$ cat src/rtl/mem_intf_arbiter_nport.sv
// mem_intf_arbiter_nport: N-client to 1-server memory arbiter with tag-routed responses
module mem_intf_arbiter_nport #(
    parameter int p_num_ports = 2,
    parameter int p_opaq_bits = 8,
    parameter int p_msg_bits  = 74,
    parameter int p_rsp_bits  = 39,
    parameter int p_max_out   = 4,
    parameter int p_rr        = 1,
    localparam int p_id_bits  = $clog2(p_num_ports),
    localparam int p_cnt_bits = $clog2(p_max_out + 1)
) (
    input  logic                                clk,
    input  logic                                rst,
    input  logic [p_num_ports-1:0]              cli_req_val,
    output logic [p_num_ports-1:0]              cli_req_rdy,
    input  logic [p_num_ports*p_opaq_bits-1:0]  cli_req_opaque,
    input  logic [p_num_ports*p_msg_bits-1:0]   cli_req_msg,
    output logic [p_num_ports-1:0]              cli_resp_val,
    input  logic [p_num_ports-1:0]              cli_resp_rdy,
    output logic [p_opaq_bits-1:0]              cli_resp_opaque,
    output logic [p_rsp_bits-1:0]               cli_resp_msg,
    output logic                                mem_req_val,
    input  logic                                mem_req_rdy,
    output logic [p_id_bits+p_opaq_bits-1:0]    mem_req_opaque,
    output logic [p_msg_bits-1:0]               mem_req_msg,
    input  logic                                mem_resp_val,
    output logic                                mem_resp_rdy,
    input  logic [p_id_bits+p_opaq_bits-1:0]    mem_resp_opaque,
    input  logic [p_rsp_bits-1:0]               mem_resp_msg
);
    typedef enum logic {REQ_EMPTY, REQ_FULL} req_state_t;
    req_state_t                 state, state_next;
    logic [p_id_bits-1:0]       ptr, start, win_id, j, rsp_id;
    logic                       win_any, can_load, req_fire, rsp_id_ok;
    logic [p_num_ports-1:0]     elig;
    logic [p_cnt_bits-1:0]      out_cnt [p_num_ports];

    assign start       = (p_rr != 0) ? ptr : '0;
    assign can_load    = (state == REQ_EMPTY) || mem_req_rdy;
    assign req_fire    = |cli_req_rdy;
    assign mem_req_val = (state == REQ_FULL);
    assign rsp_id      = mem_resp_opaque[p_id_bits+p_opaq_bits-1 -: p_id_bits];
    assign rsp_id_ok   = {1'b0, rsp_id} < (p_id_bits+1)'(p_num_ports);
    assign cli_resp_opaque = mem_resp_opaque[p_opaq_bits-1:0];
    assign cli_resp_msg    = mem_resp_msg;

    // Clients below their outstanding limit compete; search starts at the RR pointer (or 0)
    always_comb begin
        win_any = 1'b0;
        win_id  = '0;
        j       = '0;
        for (int i = 0; i < p_num_ports; i++)
            elig[i] = cli_req_val[i] && (out_cnt[i] < p_cnt_bits'(p_max_out));
        for (int k = 0; k < p_num_ports; k++) begin
            j = p_id_bits'((int'(start) + k) % p_num_ports);
            if (!win_any && elig[j]) begin
                win_any = 1'b1;
                win_id  = j;
            end
        end
    end

    // Only the winner sees ready, and only when the output register can accept
    always_comb begin
        cli_req_rdy = '0;
        if (!rst && can_load && win_any) cli_req_rdy[win_id] = 1'b1;
    end

    // Output register occupancy: fills on a grant, empties when memory takes it
    always_comb begin
        state_next = req_fire ? REQ_FULL : (mem_req_rdy ? REQ_EMPTY : state);
    end

    // Occupancy and round-robin pointer state
    always_ff @(posedge clk) begin
        if (rst) begin
            state <= REQ_EMPTY;
            ptr   <= '0;
        end else begin
            state <= state_next;
            if (req_fire) ptr <= (int'(win_id) == p_num_ports - 1) ? '0 : win_id + p_id_bits'(1);
        end
    end

    // Capture the granted request, tagging the opaque with its port id
    always_ff @(posedge clk) begin
        if (req_fire) begin
            mem_req_opaque <= {win_id, cli_req_opaque[win_id*p_opaq_bits +: p_opaq_bits]};
            mem_req_msg    <= cli_req_msg[win_id*p_msg_bits +: p_msg_bits];
        end
    end

    // Route responses by tag; unknown tags are swallowed so memory never stalls on them
    always_comb begin
        cli_resp_val = '0;
        mem_resp_rdy = 1'b1;
        for (int i = 0; i < p_num_ports; i++)
            if (rsp_id == p_id_bits'(i)) begin
                cli_resp_val[i] = mem_resp_val;
                mem_resp_rdy    = cli_resp_rdy[i];
            end
    end

    // Per-client outstanding counters; simultaneous issue and return cancel out
    always_ff @(posedge clk) begin
        for (int i = 0; i < p_num_ports; i++)
            if (rst) out_cnt[i] <= '0;
            else if (cli_req_rdy[i] && cli_req_val[i] && !(cli_resp_val[i] && cli_resp_rdy[i]))
                out_cnt[i] <= out_cnt[i] + p_cnt_bits'(1);
            else if (!(cli_req_rdy[i] && cli_req_val[i]) && cli_resp_val[i] && cli_resp_rdy[i] && out_cnt[i] != '0)
                out_cnt[i] <= out_cnt[i] - p_cnt_bits'(1);
    end

`ifndef SYNTHESIS
    // Flag responses with impossible tags or with no matching outstanding request
    always_ff @(posedge clk) begin
        if (!rst) begin
            if (mem_resp_val && !rsp_id_ok) $error("arbiter: response tag %0d out of range", rsp_id);
            for (int i = 0; i < p_num_ports; i++)
                if (cli_resp_val[i] && cli_resp_rdy[i] && !(cli_req_rdy[i] && cli_req_val[i]) && out_cnt[i] == '0)
                    $error("arbiter: response to port %0d with nothing outstanding", i);
        end
    end
`endif
endmodule

$ cat config.mk
export PLATFORM = sky130hd
export DESIGN_NAME = mem_intf_arbiter_nport
export DESIGN_NICKNAME = d
export VERILOG_FILES = /design/src/rtl/mem_intf_arbiter_nport.sv
export SDC_FILE = /design/constraint.sdc
export NUM_CORES = 1
export LEC_CHECK = 0
export CAP_MARGIN = 20
export CELL_PAD_IN_SITES_DETAIL_PLACEMENT = 0
export CELL_PAD_IN_SITES_GLOBAL_PLACEMENT = 2
export CORE_ASPECT_RATIO = 1.2
export CORE_UTILIZATION = 19
export CTS_BUF_LIST = sky130_fd_sc_hd__clkbuf_4 sky130_fd_sc_hd__clkbuf_8
export DETAILED_ROUTE_END_ITERATION = 10
export PLACE_DENSITY_LB_ADDON = 0.1
export SLEW_MARGIN = 20
export SYNTH_ARGS = -nofsm -noshare
export SYNTH_HDL_FRONTEND = slang
export SYNTH_SLANG_ARGS = --single-unit
$ cat constraint.sdc
create_clock -name clk -period 11.35 [get_ports clk]
set_input_delay 1.7025 -clock clk [delete_from_list [all_inputs] [get_ports clk]]
set_output_delay 1.7025 -clock clk [all_outputs]
set_load 0.03 [all_outputs]
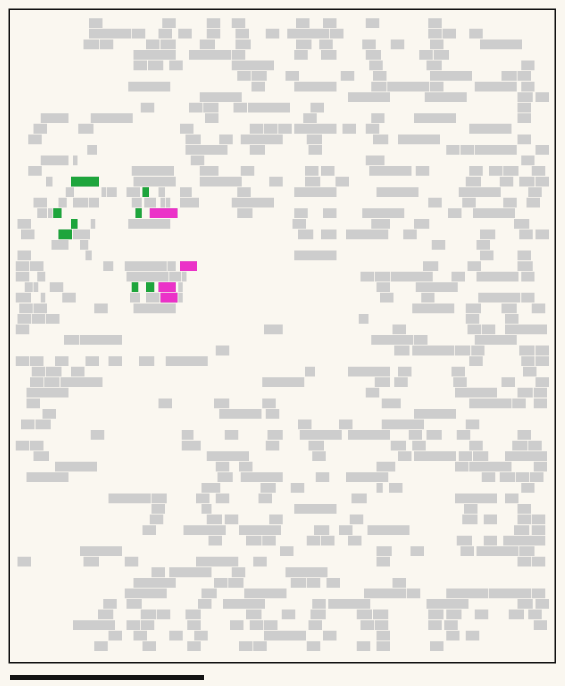
*Gate families picked out, run 1*
The bar under the picture is 50 µm long.
- magenta: adder and majority cells (cells 4; most used ha_1)
- green: inverting AOI/OAI gates (cells 8; most used a21oi_1)
post-route non-filler standard cell count: 780
combinational fraction of the cell area: 17.2%

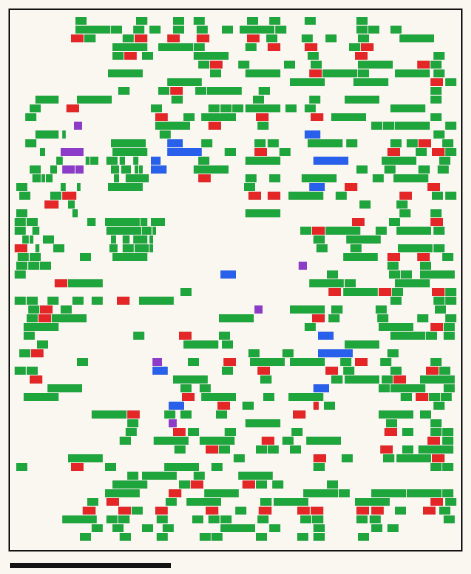
*Cell sizes after repair, run 1*
The bar under the picture is 50 µm long.
- purple: drive 3 to 4 (cells 8; share 1.6%)
- red: drive 2 (cells 86; share 17%)
- blue: drive 6 and up (cells 13; share 2.6%)
- green: drive 1 or less (cells 392; share 79%)
Finished Cell Area: 0.00721 mm²
number of signal-net buffers in the layout: 265
relative area change from synthesis to final layout: 65.4%
minimum setup slack in the final design: 5930 ps

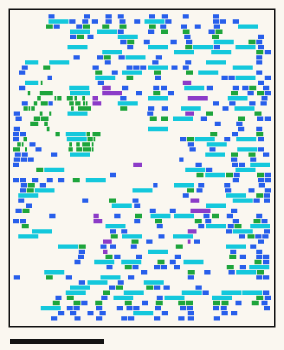
*Cell classes on the final placement, run 1*
The bar under the picture is 50 µm long.
- cyan: flip-flops (cells 91; share of their area 40%)
- purple: clock drivers and dummy loads (cells 16; share of their area 3.6%)
- blue: other buffers and delay cells (cells 265; share of their area 39%)
- green: all other logic (cells 127; share of their area 18%)
Seq area share: 37.6%
Core Rows: 60
post-layout util: 32.1%
area of the core: 0.0224 mm²

==> summary.txt, run 1 <==
The implementation run finished. Final antenna diode count landed at 2. Setup repair after global routing left no endpoint under its margin. The floorplan report lists the tap cell count as 279. Via count of the first global-routing pass landed at 3205. Layout filler cell count landed at 2246. TritonCTS built the clock tree.

The initial antenna violation count was 2. Final hold violation count landed at 0. Remaining global-route overflow landed at 0.

The critical path maximum fanout is 5. Global routing used 11.4% of the available tracks across all layers. Via density per instance landed at just under 4. The pre-antenna-repair detailed-routing pass consisted of 4 iterations.

Data-path buffer share of cell area in the final layout landed at about 37%. Registers take between 0.002 and 0.003 mm². After layout the clock buffers and inverters come to 3.38% of cell area.

Routability-driven placement finished with a final weighted congestion of 0.679. Post-CTS resize count landed at 0. The worst setup path is captured at an output port. After synthesis, the largest family of logic cells by area is multiplexers.

For this configuration, the core starts out at a cell density of 19.4%. In the hold report, the worst path ends at ptr$_SDFFE_PP0P_. Violation count after the first detailed-routing iteration landed at about 110. By area the synthesized netlist is led by sky130_fd_sc_hd__edfxtp_1, sky130_fd_sc_hd__mux2_2, sky130_fd_sc_hd__buf_4. Once detailed placement completed, the half-perimeter wirelength came to 10100 µm. Across all checked pins, the minimum headroom to the slew limit is approximately 54%. The run finished with clean final reports. The cell-mix breakdown from Yosys lists the simple-gate area share as 3.16%. The setup check on the worst reg-to-reg path leaves a slack of 8630 ps.

The timing report shows that the slowest cell on the worst path is sky130_fd_sc_hd__clkdlybuf4s50_1. Sequential element share of the synthesized area landed at 62.2%. The number of warnings reported in the stage logs is 28. Total cells reported by yosys after synthesis landed at 276. mem_req_msg holds more flip-flops than any other register. The report lists the power per cell area as 125 mW/mm². The synthesized netlist devotes about 1.1% of its cell area to compound gates. Measured against the total synthesized area, the mux share comes to 21.9%. Maximum clock frequency landed at 185 MHz. Hold analysis shows the worst path with a depth of 2.
==> run 1: cells in the final DEF (no fill, tap or decap) <==
cell type,count
sky130_fd_sc_hd__nor3_1,2
sky130_fd_sc_hd__and2_1,1
sky130_fd_sc_hd__nor3b_2,1
sky130_fd_sc_hd__mux2_2,83
sky130_fd_sc_hd__clkdlybuf4s50_1,261
sky130_fd_sc_hd__nor2b_1,3
sky130_fd_sc_hd__nand2_1,3
sky130_fd_sc_hd__clkbuf_4,1
sky130_fd_sc_hd__xnor2_1,2
sky130_fd_sc_hd__and2b_1,1
sky130_fd_sc_hd__diode_2,2
sky130_fd_sc_hd__bufinv_16,3
sky130_fd_sc_hd__clkbuf_8,9
sky130_fd_sc_hd__inv_6,1
sky130_fd_sc_hd__dfxtp_1,2
sky130_fd_sc_hd__a31oi_1,1
sky130_fd_sc_hd__ha_1,3
sky130_fd_sc_hd__mux2i_1,2
sky130_fd_sc_hd__a21oi_1,4
sky130_fd_sc_hd__nand3_1,1
sky130_fd_sc_hd__nor2_4,1
sky130_fd_sc_hd__nand3b_1,2
sky130_fd_sc_hd__or4_1,2
sky130_fd_sc_hd__nand2b_1,2
sky130_fd_sc_hd__inv_1,6
sky130_fd_sc_hd__clkinv_2,1
sky130_fd_sc_hd__fa_1,1
sky130_fd_sc_hd__a2111oi_1,1
sky130_fd_sc_hd__nor4_2,1
sky130_fd_sc_hd__clkinv_4,1
sky130_fd_sc_hd__o22ai_1,1
sky130_fd_sc_hd__a211oi_4,1
sky130_fd_sc_hd__nor2_1,2
sky130_fd_sc_hd__edfxtp_1,89
sky130_fd_sc_hd__buf_4,4
==> run 1: worst max-delay path, delay by kind of cell <==
family,cells,cell delay [ps]
buffers and inverters,2,1220
AND-OR/OR-AND,1,540
AND/OR/NAND/NOR,1,250
==> run 1: layer usage <==
metal | wire (µm) | part of all wire, % | up-vias
li1 | - | - | 1414
met1 | 5110 | 38 | 1417
met2 | 7040 | 52 | 166
met3 | 1090 | 8.1 | 33
met4 | 263 | 1.9 | 0
met5 | 0 | 0 | -
==> run 1: worst max-delay path by stage <==
stage           startpoint                  endpoint  slack, ps  cells after the start
2_1_floorplan  mem_req_rdy  mem_req_msg[0]$_DFFE_PP_       2590                      2
3_3_place_gp   mem_req_rdy            cli_req_rdy[0]       5940                      4
3_5_place_dp   mem_req_rdy            cli_req_rdy[0]       5910                      4
4_1_cts        mem_req_rdy            cli_req_rdy[0]       5880                      4
5_1_grt        mem_req_rdy            cli_req_rdy[0]       5760                      4
6_report       mem_req_rdy            cli_req_rdy[0]       5930                      4
==> run 1: power breakdown <==
| part | switching [mW] | internal, mW | leakage [nW] |
|---|---|---|---|
| clock | 0.130 | 0.150 | 0.124 |
| sequential | 0.00706 | 0.401 | 0.858 |
| combinational | 0.0957 | 0.119 | 1.47 |
==> run 1: stage by stage <==
step / worst slack, ps / hold WS [ps] / instances
after CTS: 5880 / 589 / 778
after detailed placement: 5910 / 576 / 762
after global routing: 5760 / 618 / 780
after global placement: 5940 / 570 / 762
final: 5930 / 581 / 780
after floorplan: 2590 / 504 / 276
### Sequential cells grouped by signal name, run 1

The bar under the picture is 50 µm long. Other sequential cells in the stronger grey, the rest of the logic in the fainter grey.
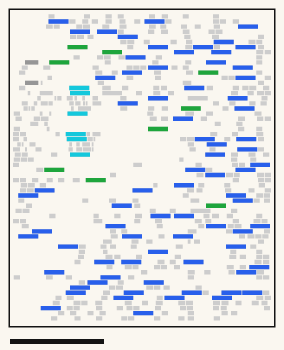

==> run 2, diff against run 1 <==
Settings changed: CORE_UTILIZATION 19 to 17.
Clock period 11.35 ns to 4.85 ns, I/O delays scaled along.
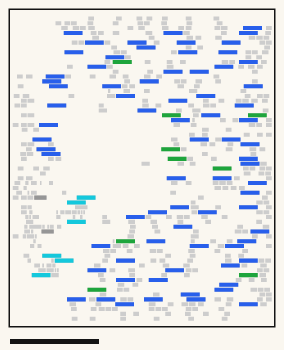
*Sequential cells grouped by signal name, run 2*
The bar under the picture is 50 µm long. Other sequential cells in the stronger grey, the rest of the logic in the fainter grey.
- blue: `mem_req_msg` (sequential cells 74; where spread over the die)
- cyan: `out_cnt` (sequential cells 6; where bottom left)
- green: `mem_req_opaque` (sequential cells 9)
- not coloured: 2

==> run 2 against run 1 <==
Compared with the run above:
- worst hold slack got worse by 33 ps
- sequential power rose by 130%
- register-to-register slack got worse by 6300 ps
==> summary.txt, run 2 <==
The implementation run finished. Headroom to the max-slew limit landed at 42.6% (-12 points). Final hold violation count landed at 0 (unchanged). The run finished with clean final reports.

The total cells reported by yosys after synthesis is 276 (unchanged). Reported net switching power landed at 0.543 mW (+130%). The total internal power came to 1.41 mW (+110%). Via density per instance landed at 3.65 (-6.0%).

Half-perimeter wire length after detailed placement landed at 10400 µm (+2.6%). Ranking logic cells in the layout by count gives the top entries sky130_fd_sc_hd__clkdlybuf4s50_1, sky130_fd_sc_hd__edfxtp_1, sky130_fd_sc_hd__mux2_2, sky130_fd_sc_hd__clkbuf_8, sky130_fd_sc_hd__inv_1. The main area contributors are sky130_fd_sc_hd__edfxtp_1, sky130_fd_sc_hd__mux2_2, sky130_fd_sc_hd__buf_4. Areal power density over the cells landed at 272 mW/mm² (+120%). The placement row count is 63 (+5.0%). The final antenna diode count is 0 (-2).

The all-layer global routing usage is 10.2% (-1.1 points). Setup repair after global routing left no endpoint under its margin. Maximum clock frequency landed at ~290 MHz. Post-placement setup slack landed at 1430 ps (-4480 ps). Layout filler cell count landed at 2544 (+13%). Via count of the first global-routing pass landed at 3117 (-2.7%).

The hold path depth is 2 (unchanged). The number of logged tool warnings was 28 (unchanged). The post-CTS resize count came to 0 (unchanged). Initial antenna violation count landed at 0 (-2). Effective utilization at floorplan landed at 17.5% (-2.0 points). Proportion of power drawn by combinational gates landed at 25.7% (+1.9 points). The final setup slack of the worst path was 1450 ps (-4480 ps).

Minimum setup slack among reg-to-reg paths landed at 2360 ps (-6270 ps). The endpoint of the worst hold path is reported as ptr$_SDFFE_PP0P_.
-- run 2: cell type report --
type,instances,area [µm²],area share (%)
clock buffers,10,131,1.83
clock inverters,6,40.0,0.557
inverters,6,22.5,0.313
multi-input cells,121,1240,17.2
flip-flops and latches,91,2710,37.7
well taps,325,407,5.65
repair buffers,265,2640,36.7
-- run 2: worst max-delay path by stage --
stage	startpoint	end	slack, ps	cells past startpoint
global route	rst	cli_req_rdy[1]	1350	3
CTS	mem_req_rdy	cli_req_rdy[0]	1420	4
detailed placement	mem_req_rdy	cli_req_rdy[0]	1430	4
floorplan	mem_req_rdy	mem_req_msg[0]$_DFFE_PP_	1250	2
finish	mem_req_rdy	cli_req_rdy[0]	1450	4
global placement	mem_req_rdy	cli_req_rdy[0]	1410	4
-- run 2: per-stage QoR --
stage	hold slack, ps	power, mW	instance area (µm²)	util [%]
floorplan	504	1.29	4370	-
global placement	553	1.48	7020	28.1
detailed placement	529	1.49	7020	28.1
CTS	548	2.00	7190	28.8
global route	621	2.06	7190	28.8
finish	548	1.95	7190	28.8
-- run 2: per-layer routing --
metal  GRT usage, %  wire length, µm  vias up
met1           11.8             5440     1402
met5              0                0        -
li1               -                -     1411
met4           5.11              276        0
met3           2.75             1160       29
met2           17.3             6760      166
-- run 2: power groups by stage --
stage	Combinational (mW)	Sequential (mW)	Clock, mW
after floorplan	0.214	1.07	0
after global placement	0.511	0.973	0
after detailed placement	0.512	0.974	0
after CTS	0.514	0.956	0.534
after global routing	0.535	0.961	0.559
final	0.502	0.955	0.497
-- run 2: worst max-delay path, stage by stage --
cell                              delay, ps
sky130_fd_sc_hd__clkdlybuf4s50_1        440
sky130_fd_sc_hd__and2b_1                250
sky130_fd_sc_hd__a2111oi_1              480
sky130_fd_sc_hd__clkdlybuf4s50_1        760
-- run 2: cells by family after synthesis --
kind of cell	synth area share [%]
compound gates	1.15
simple gates	3.16
xor+xnor	0.402
flops	62.2
buf+inv	9.87
mux	21.9
fa+ha+maj	1.32
### Cell sizes after repair, run 2

The bar under the picture is 50 µm long.
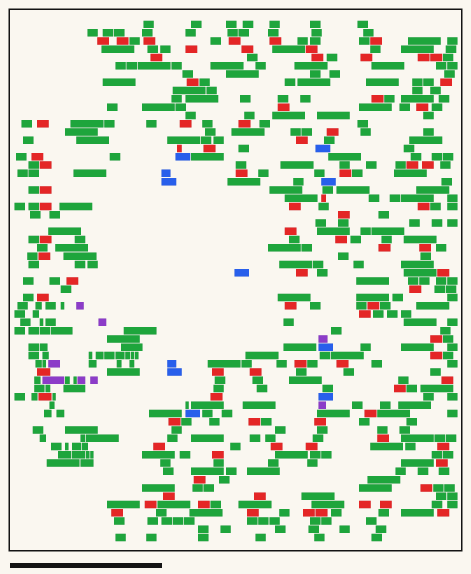

==> run 3, diff against run 2 <==
Clock period 4.85 ns to 3 ns, I/O delays scaled along.
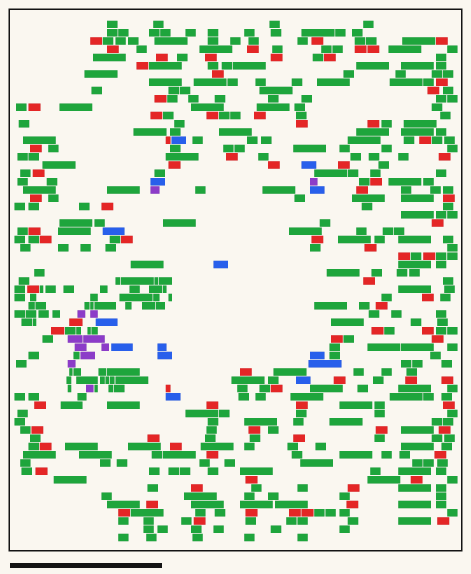
*Cell sizes after repair, run 3*
The bar under the picture is 50 µm long.
- purple: drive 3 to 4 (cells 11; share 2.2%)
- red: drive 2 (cells 87; share 17%)
- green: drive 1 or less (cells 390; share 78%)
- blue: drive 6 and up (cells 14; share 2.8%)

==> run 3 against run 2 <==
Compared with the run above:
- first-iteration DRC count down 6.8%
- clock power grew 73%
- critical path depth stayed put
- sequential share of layout area decreased by 0.52 points
- count of clock-buffer cells in the layout decreased by 1
- register-to-register slack got worse by 1800 ps
- setup slack got worse by 1300 ps
- critical path type unchanged
- synthesized cell count is the same
- sequential power grew 61%
- combinational power up 66%
- total power up 66%
- highest routed layer unchanged
==> summary.txt, run 3 <==
The implementation run finished. All-layer global routing usage landed at 9.81% (-0.40 points). Proportion of power drawn by combinational gates landed at 25.7% (about the same). The final hold violation count was 0 (unchanged).

The via density per instance came to 3.65 (+0.10%). The final antenna diode count was 0 (unchanged). The post-CTS resize count was 0 (unchanged).

Headroom to the max-slew limit landed at 67.9% (+25 points). Final standard cell utilization of the core landed at 29.2% (+0.40 points). Reported net switching power landed at 0.873 mW (+61%).

The highest layer touched by signal routing is met4. Initial antenna violation count landed at 0 (unchanged). The sequential cell area is 0.00271 mm² (unchanged). The half-perimeter wire length after detailed placement came to 10100 µm (-2.5%). Ranking logic cells in the layout by count gives the top entries sky130_fd_sc_hd__clkdlybuf4s50_1, sky130_fd_sc_hd__edfxtp_1, sky130_fd_sc_hd__mux2_2, sky130_fd_sc_hd__clkbuf_8, sky130_fd_sc_hd__inv_1. The worst hold slack across all endpoints came to 563 ps (+15.3 ps). Placement row count landed at 63 (unchanged). Maximum clock frequency landed at 349 MHz. The sum of routed wire segments on met1 was 5310 µm (-2.5%).

The run finished with clean final reports. The number of logged tool warnings came to 29 (+3.6%). Combinational cell area excluding buffers and inverters landed at 0.00125 mm² (+1.2%). Cell area after layout landed at 0.00729 mm² (+1.4%). Length of routed met2 wiring landed at 6850 µm (+1.3%). Via count of the first global-routing pass landed at 3247 (+4.2%). Area after detailed placement landed at 0.00710 mm² (+1.2%).

The areal power density over the cells is 444 mW/mm² (+63%). The layout filler cell count was 2551 (+0.28%). In this run the worst setup path begins at cli_req_val[1]. Ranked by total cell area, the synthesized netlist is headed by sky130_fd_sc_hd__edfxtp_1, sky130_fd_sc_hd__mux2_2, sky130_fd_sc_hd__buf_4.
[run 3: cell count changes in the layout (fill, tap and decap cells not counted), sizes merged]
cell      before  now
bufinv         0    1
clkinv         4    3
buf            4    8
inv            8    7
clkbuf        10    9
clkinvlp       0    1
[run 3: cells by family after synthesis]
kind of cell	Yosys count	share of synthesized area [%]
AOI/OAI and AO/OA	8	1.15
xor gates and xnor gates	2	0.402
adders and majority gates	4	1.32
buffers and inverters	64	9.87
DFF	91	62.2
muxes	85	21.9
and+or+nand+nor	22	3.16
[run 3: area by class of cell]
| class | instances | area share, % |
|---|---|---|
| inverters | 6 | 0.309 |
| clock inverters | 6 | 0.892 |
| repair buffers | 269 | 37.2 |
| well taps | 325 | 5.58 |
| multi-input cells | 121 | 17.2 |
| clock buffers | 9 | 1.70 |
| flip-flops and latches | 91 | 37.2 |
[run 3: per-layer routing]
metal	track usage [%]	vias to the layer above
met5	0	-
met4	2.49	0
met3	3.39	15
met2	17.8	183
met1	10.8	1405
li1	-	1419
[run 3: path summary, 6_finish.rpt]
check                           endpoint  slack [ps]  cells after the start
min                     ptr$_SDFFE_PP0P_         560                      2
min reg2reg             ptr$_SDFFE_PP0P_         560                      2
max                       cli_req_rdy[0]         130                      4
max reg2reg  out_cnt[1][2]$_SDFFCE_PN0P_         560                      6
[run 3: critical path: stages]
cell                              delay (ps)
sky130_fd_sc_hd__clkdlybuf4s50_1         480
sky130_fd_sc_hd__nor2b_1                 180
sky130_fd_sc_hd__a2111oi_1               520
sky130_fd_sc_hd__clkdlybuf4s50_1         790
[run 3: power by group through the flow]
stage,logic (mW),clock network (mW),registers (mW)
6_report,0.831,0.862,1.54
5_1_grt,0.887,0.962,1.55
4_1_cts,0.851,0.930,1.54
3_5_place_dp,0.847,0,1.57
3_3_place_gp,0.843,0,1.57
2_1_floorplan,0.348,0,1.74
[run 3: per-stage QoR]
stage | setup WS, ps | TNS, ps | power, mW | std cells
after CTS | 112 | 0 | 3.32 | 827
after global routing | 40.1 | 0 | 3.40 | 827
after detailed placement | 89.5 | 0 | 2.42 | 812
after global placement | 111 | 0 | 2.41 | 812
final | 133 | 0 | 3.24 | 827
after floorplan | -318 | -26560 | 2.08 | 276

==> screenshots <==
Routing congestion.
shot_01.png
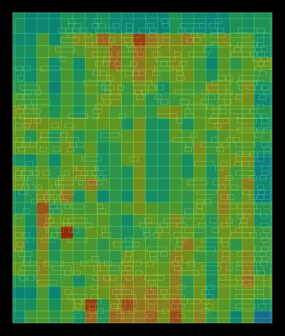
shot_02.png
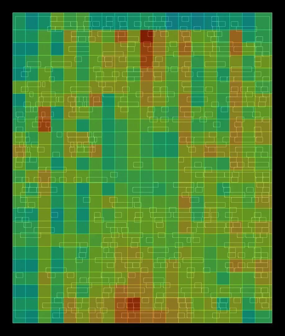
- shot_01.png = run 3
- shot_02.png = run 1
Of these, highest track usage: shot_02.png

No activity file was given, so power comes from the tool's default toggle rates.
